File: src/rtl/crypto_in_arb_pkg.sv
// crypto_in_arb_pkg: shared encodings for the crypto input arbiter.
//   state_t   : one-hot FSM encoding (IDLE=1, HDR=2, BODY=4)
//   GNT_*     : one-hot grant encodings, GNT_NONE when no input owns the output
//   CNT_WIDTH : width of the per-stream packet counters
package crypto_in_arb_pkg;

   typedef enum logic [2:0] {
      IDLE = 3'b001,
      HDR  = 3'b010,
      BODY = 3'b100
   } state_t;

   localparam logic [1:0] GNT_NONE = 2'b00;
   localparam logic [1:0] GNT_0    = 2'b01;
   localparam logic [1:0] GNT_1    = 2'b10;

   localparam int unsigned CNT_WIDTH = 32;

endpackage

File: src/rtl/crypto_rr_pick.sv
// crypto_rr_pick: two-input round-robin pick, purely combinational.
// Ports:
//   req         : request per input, bit N = input N has a word waiting
//   last_served : index of the input that owned the previous packet
//   grant       : one-hot pick, GNT_NONE when nothing requests
module crypto_rr_pick
   import crypto_in_arb_pkg::*;
(
   input  logic [1:0] req,
   input  logic       last_served,
   output logic [1:0] grant
);

   always_comb begin
      grant = GNT_NONE;
      unique case (req)
         2'b01:   grant = GNT_0;
         2'b10:   grant = GNT_1;
         // Contention: favour whoever did not own the last packet.
         2'b11:   grant = last_served ? GNT_0 : GNT_1;
         default: grant = GNT_NONE;
      endcase
   end

endmodule

File: src/rtl/fallthrough_small_fifo.sv
// fallthrough_small_fifo: small first-word-fall-through FIFO. A word written on
// one edge is presented on dout right after that edge.
// Ports:
//   clk, reset   : clock, synchronous active-high reset (flushes contents)
//   din, wr_en   : write data / strobe (writes while full are dropped)
//   rd_en        : pop the head word
//   dout         : head word, valid whenever empty is low
//   nearly_full  : at most one free slot left
//   empty        : no words stored
module fallthrough_small_fifo #(
   parameter int unsigned WIDTH          = 72,
   parameter int unsigned MAX_DEPTH_BITS = 2
) (
   input  logic             clk,
   input  logic             reset,
   input  logic [WIDTH-1:0] din,
   input  logic             wr_en,
   input  logic             rd_en,
   output logic [WIDTH-1:0] dout,
   output logic             nearly_full,
   output logic             empty
);

   localparam int unsigned DEPTH = 1 << MAX_DEPTH_BITS;
   localparam int unsigned CW    = MAX_DEPTH_BITS + 1;

   logic [WIDTH-1:0]          mem [DEPTH];
   logic [MAX_DEPTH_BITS-1:0] wr_ptr_q, rd_ptr_q;
   logic [CW-1:0]             count_q;
   logic                      full, do_wr, do_rd;

   assign full        = (count_q == CW'(DEPTH));
   assign empty       = (count_q == '0);
   assign nearly_full = (count_q >= CW'(DEPTH - 1));
   assign do_wr       = wr_en && !full;
   assign do_rd       = rd_en && !empty;
   assign dout        = mem[rd_ptr_q];

   always_ff @(posedge clk) begin
      if (reset) begin
         wr_ptr_q <= '0;
         rd_ptr_q <= '0;
         count_q  <= '0;
      end else begin
         if (do_wr) wr_ptr_q <= wr_ptr_q + 1'b1;
         if (do_rd) rd_ptr_q <= rd_ptr_q + 1'b1;
         unique case ({do_wr, do_rd})
            2'b10:   count_q <= count_q + 1'b1;
            2'b01:   count_q <= count_q - 1'b1;
            default: count_q <= count_q;
         endcase
      end
   end

   // Storage needs no reset; count_q gates visibility.
   always_ff @(posedge clk) begin
      if (do_wr) mem[wr_ptr_q] <= din;
   end

endmodule

File: src/rtl/crypto_in_arb.sv
// crypto_in_arb: packet-granular round-robin arbiter feeding the crypto pipeline
// from two 64-bit NetFPGA-style streams. Each input is buffered in a small
// fall-through FIFO; one input owns the output from its first word to its EOP.
// Ports:
//   clk, reset              : clock, synchronous active-high reset
//   inN_data/ctrl/wr, inN_rdy : input streams 0/1, rdy = FIFO not nearly full
//   out_data/ctrl/wr, out_rdy : stream into the crypto block
//   arb_grant               : one-hot current owner, 0 while idle
//   pkt_cnt0, pkt_cnt1      : packets forwarded per stream
// Build option: define CRYPTO_ARB_STATS_EN to instantiate the packet counters;
// otherwise pkt_cnt0/pkt_cnt1 read 0.
module crypto_in_arb
   import crypto_in_arb_pkg::*;
#(
   parameter int unsigned DATA_WIDTH      = 64,
   parameter int unsigned CTRL_WIDTH      = DATA_WIDTH / 8,
   parameter int unsigned FIFO_DEPTH_BITS = 2
) (
   input  logic                  clk,
   input  logic                  reset,
   input  logic [DATA_WIDTH-1:0] in0_data,
   input  logic [CTRL_WIDTH-1:0] in0_ctrl,
   input  logic                  in0_wr,
   output logic                  in0_rdy,
   input  logic [DATA_WIDTH-1:0] in1_data,
   input  logic [CTRL_WIDTH-1:0] in1_ctrl,
   input  logic                  in1_wr,
   output logic                  in1_rdy,
   output logic [DATA_WIDTH-1:0] out_data,
   output logic [CTRL_WIDTH-1:0] out_ctrl,
   output logic                  out_wr,
   input  logic                  out_rdy,
   output logic [1:0]            arb_grant,
   output logic [CNT_WIDTH-1:0]  pkt_cnt0,
   output logic [CNT_WIDTH-1:0]  pkt_cnt1
);

   localparam int unsigned FW = DATA_WIDTH + CTRL_WIDTH;

   logic [FW-1:0]         f_dout [2];
   logic [1:0]            f_empty, f_nearly_full, f_rd, req, pick;
   state_t                state_q, state_d;
   logic [1:0]            grant_q, grant_d;
   logic                  last_q, last_d;
   logic                  gnt_idx, xfer, eop_xfer;
   logic [FW-1:0]         head;
   logic [CTRL_WIDTH-1:0] head_ctrl;

   fallthrough_small_fifo #(
      .WIDTH          (FW),
      .MAX_DEPTH_BITS (FIFO_DEPTH_BITS)
   ) u_fifo0 (
      .clk         (clk),
      .reset       (reset),
      .din         ({in0_ctrl, in0_data}),
      .wr_en       (in0_wr),
      .rd_en       (f_rd[0]),
      .dout        (f_dout[0]),
      .nearly_full (f_nearly_full[0]),
      .empty       (f_empty[0])
   );

   fallthrough_small_fifo #(
      .WIDTH          (FW),
      .MAX_DEPTH_BITS (FIFO_DEPTH_BITS)
   ) u_fifo1 (
      .clk         (clk),
      .reset       (reset),
      .din         ({in1_ctrl, in1_data}),
      .wr_en       (in1_wr),
      .rd_en       (f_rd[1]),
      .dout        (f_dout[1]),
      .nearly_full (f_nearly_full[1]),
      .empty       (f_empty[1])
   );

   assign in0_rdy = !f_nearly_full[0];
   assign in1_rdy = !f_nearly_full[1];
   assign req     = ~f_empty;

   crypto_rr_pick u_pick (
      .req         (req),
      .last_served (last_q),
      .grant       (pick)
   );

   // Grant is one-hot, so bit 1 alone selects the owning FIFO.
   assign gnt_idx   = grant_q[1];
   assign head      = f_dout[gnt_idx];
   assign head_ctrl = head[FW-1 -: CTRL_WIDTH];

   assign xfer      = (state_q != IDLE) && !f_empty[gnt_idx] && out_rdy;
   assign eop_xfer  = xfer && (head_ctrl != '0);
   assign f_rd[0]   = xfer && !gnt_idx;
   assign f_rd[1]   = xfer && gnt_idx;

   assign out_wr    = xfer;
   assign out_data  = (grant_q == GNT_NONE) ? '0 : head[DATA_WIDTH-1:0];
   assign out_ctrl  = (grant_q == GNT_NONE) ? '0 : head_ctrl;
   assign arb_grant = grant_q;

   always_comb begin
      state_d = state_q;
      grant_d = grant_q;
      last_d  = last_q;
      unique case (state_q)
         // Arbitration cycle: latch the owner, nothing moves yet.
         IDLE: begin
            if (pick != GNT_NONE) begin
               grant_d = pick;
               state_d = HDR;
            end
         end
         // Module headers carry ctrl!=0; the first ctrl==0 word starts the body.
         HDR: begin
            if (xfer && (head_ctrl == '0)) state_d = BODY;
         end
         BODY: begin
            if (eop_xfer) begin
               last_d  = gnt_idx;
               grant_d = GNT_NONE;
               state_d = IDLE;
            end
         end
         default: begin
            grant_d = GNT_NONE;
            state_d = IDLE;
         end
      endcase
   end

   always_ff @(posedge clk) begin
      if (reset) begin
         state_q <= IDLE;
         grant_q <= GNT_NONE;
         last_q  <= 1'b1;
      end else begin
         state_q <= state_d;
         grant_q <= grant_d;
         last_q  <= last_d;
      end
   end

`ifdef CRYPTO_ARB_STATS_EN
   logic [CNT_WIDTH-1:0] cnt0_q, cnt1_q;

   always_ff @(posedge clk) begin
      if (reset) begin
         cnt0_q <= '0;
         cnt1_q <= '0;
      end else if ((state_q == BODY) && eop_xfer) begin
         if (gnt_idx) cnt1_q <= cnt1_q + 1'b1;
         else         cnt0_q <= cnt0_q + 1'b1;
      end
   end

   assign pkt_cnt0 = cnt0_q;
   assign pkt_cnt1 = cnt1_q;
`else
   assign pkt_cnt0 = '0;
   assign pkt_cnt1 = '0;
`endif

endmodule
File: config.mk
export PLATFORM = sky130hd
export DESIGN_NAME = crypto_in_arb
export DESIGN_NICKNAME = d
export VERILOG_FILES = /design/src/rtl/crypto_in_arb_pkg.sv /design/src/rtl/crypto_rr_pick.sv /design/src/rtl/fallthrough_small_fifo.sv /design/src/rtl/crypto_in_arb.sv
export SDC_FILE = /design/constraint.sdc
export NUM_CORES = 1
export LEC_CHECK = 0
export ABC_AREA = 1
export CAP_MARGIN = 20
export CORE_ASPECT_RATIO = 0.75
export CORE_MARGIN = 2
export CORE_UTILIZATION = 60
export CTS_CLUSTER_SIZE = 12
export DETAILED_ROUTE_END_ITERATION = 12
export PLACE_DENSITY = 0.87
export SETUP_SLACK_MARGIN = 0.4
export SLEW_MARGIN = 20
export SYNTH_ARGS = -nofsm -noshare
export SYNTH_HDL_FRONTEND = slang
export SYNTH_SLANG_ARGS = --single-unit
File: constraint.sdc
create_clock -name clk -period 6.9 [get_ports clk]
set_input_delay 1.38 -clock clk [delete_from_list [all_inputs] [get_ports clk]]
set_output_delay 1.38 -clock clk [all_outputs]
set_load 0.05 [all_outputs]
Figure 1. Track usage over the die.
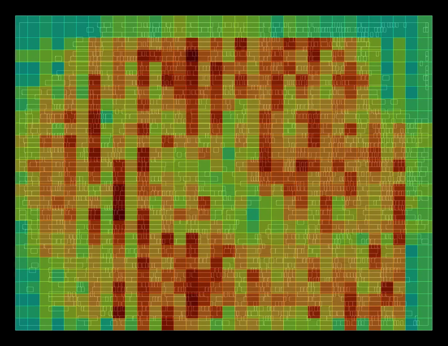
M3 GR Usage: 0.0602
layer carrying the most global-route usage: met2
met1 GRT Util: 0.378
met2 usage: 0.462

Figure 2. Cell density map.
The die is cut into 24 by 18 equal tiles; white is low, dark blue is high, 0 to 100% covered.
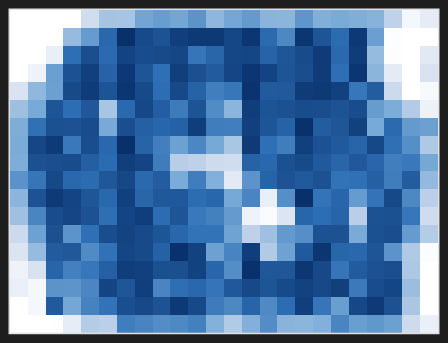
nearly empty tiles	5.8%
fullest tile	100%
tiles over 75% full	51%
mean over tiles	66%
Finished Core Util: 0.711
starting density of the core: 0.611
core area: 0.0396 mm²

==> changes_impl.md <==
### Physical design

- Synth area leader: edfxtp_1
- Vias per inst: 6.06
- Area Growth Syn to Fin: 16.4%
- Fmax: 183 MHz
- Comb area: 0.00541 mm²
- Initial antenna violation count: 9
- Max-cap viol count: 0
- Status: finished clean
- ClkCell Share: 0.0552
- Net Sw Frac: 0.308
- Deepest level of the CTS H-tree: 2
- Final hold violations: 0
- Vias in the first global route: 16100
- Root buffer cell: clkbuf_16
- RSZ-0062 raised after global routing: false
- Ys flops: 600
- Critical path endpoint: out_data[49]
- Hold slack: 525 ps
- Hold EP: u_fifo1.rd_ptr_q[0]
- Seq pwr share: 0.477
- R2R depth: 9
- Warnings, synthesis: 0
- CP Launch Type: flip-flop
- Worst VDD drop: 0.195 mV
- Setup Viol. Count Final: 0
- Register area share after synthesis: 0.734
- Comb power: 0.00204 W
- Async SR Flop Fraction: 0
- DRT iter0 DRCs: 2054
- Dominant flop cell: edfxtp_1
- I/O pin count: 290
- Placed insts: 2589
- Die Wd: 236 µm
Figure 3. Met4 routing.
Scale bar: 50 µm. Supply wires on this layer in grey. Cells faint in the background.
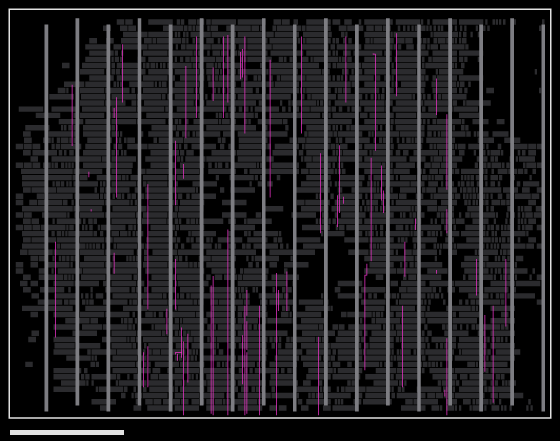
share of all routed wire	2.9%
wire length on this layer	1730 µm
longest straight run	80.9 µm
final WL: 59900 µm
DR vias: 16200

Figure 4. Placed cells, one colour a class.
Scale bar: 50 µm. Fill, decap, tap and diode cells in grey.
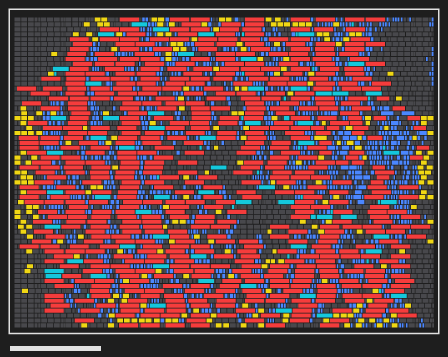
colour	class	cells
cyan	clock drivers and dummy loads	82
red	flops	600
blue	combinational and other logic	1225
yellow	other buffers and delay cells	246
flop share of the area: 0.632
Final Cell Area: 0.0282 mm²
num rows: 63

-- cell families after synthesis --
group,after synthesis,share of synthesized area
and+or+nand+nor,648,0.109
DFF,600,0.734
AOI/OAI and AO/OA,419,0.0942
buffers and inverters,261,0.0546
adders and majority gates,12,0.00682
xor gates and xnor gates,2,0.000724
other,1,0.000155
-- routing by layer --
metal | wire, µm | vias up | global-route usage | share of wire
met3 | 6540 | 147 | 0.0602 | 0.11
met1 | 23000 | 7854 | 0.378 | 0.38
met4 | 1730 | 8 | 0.110 | 0.029
met2 | 28600 | 1023 | 0.462 | 0.48
met5 | 50 | - | 0 | 0.00083
li1 | - | 7216 | - | -
Power is estimated from default activity; no workload was simulated.
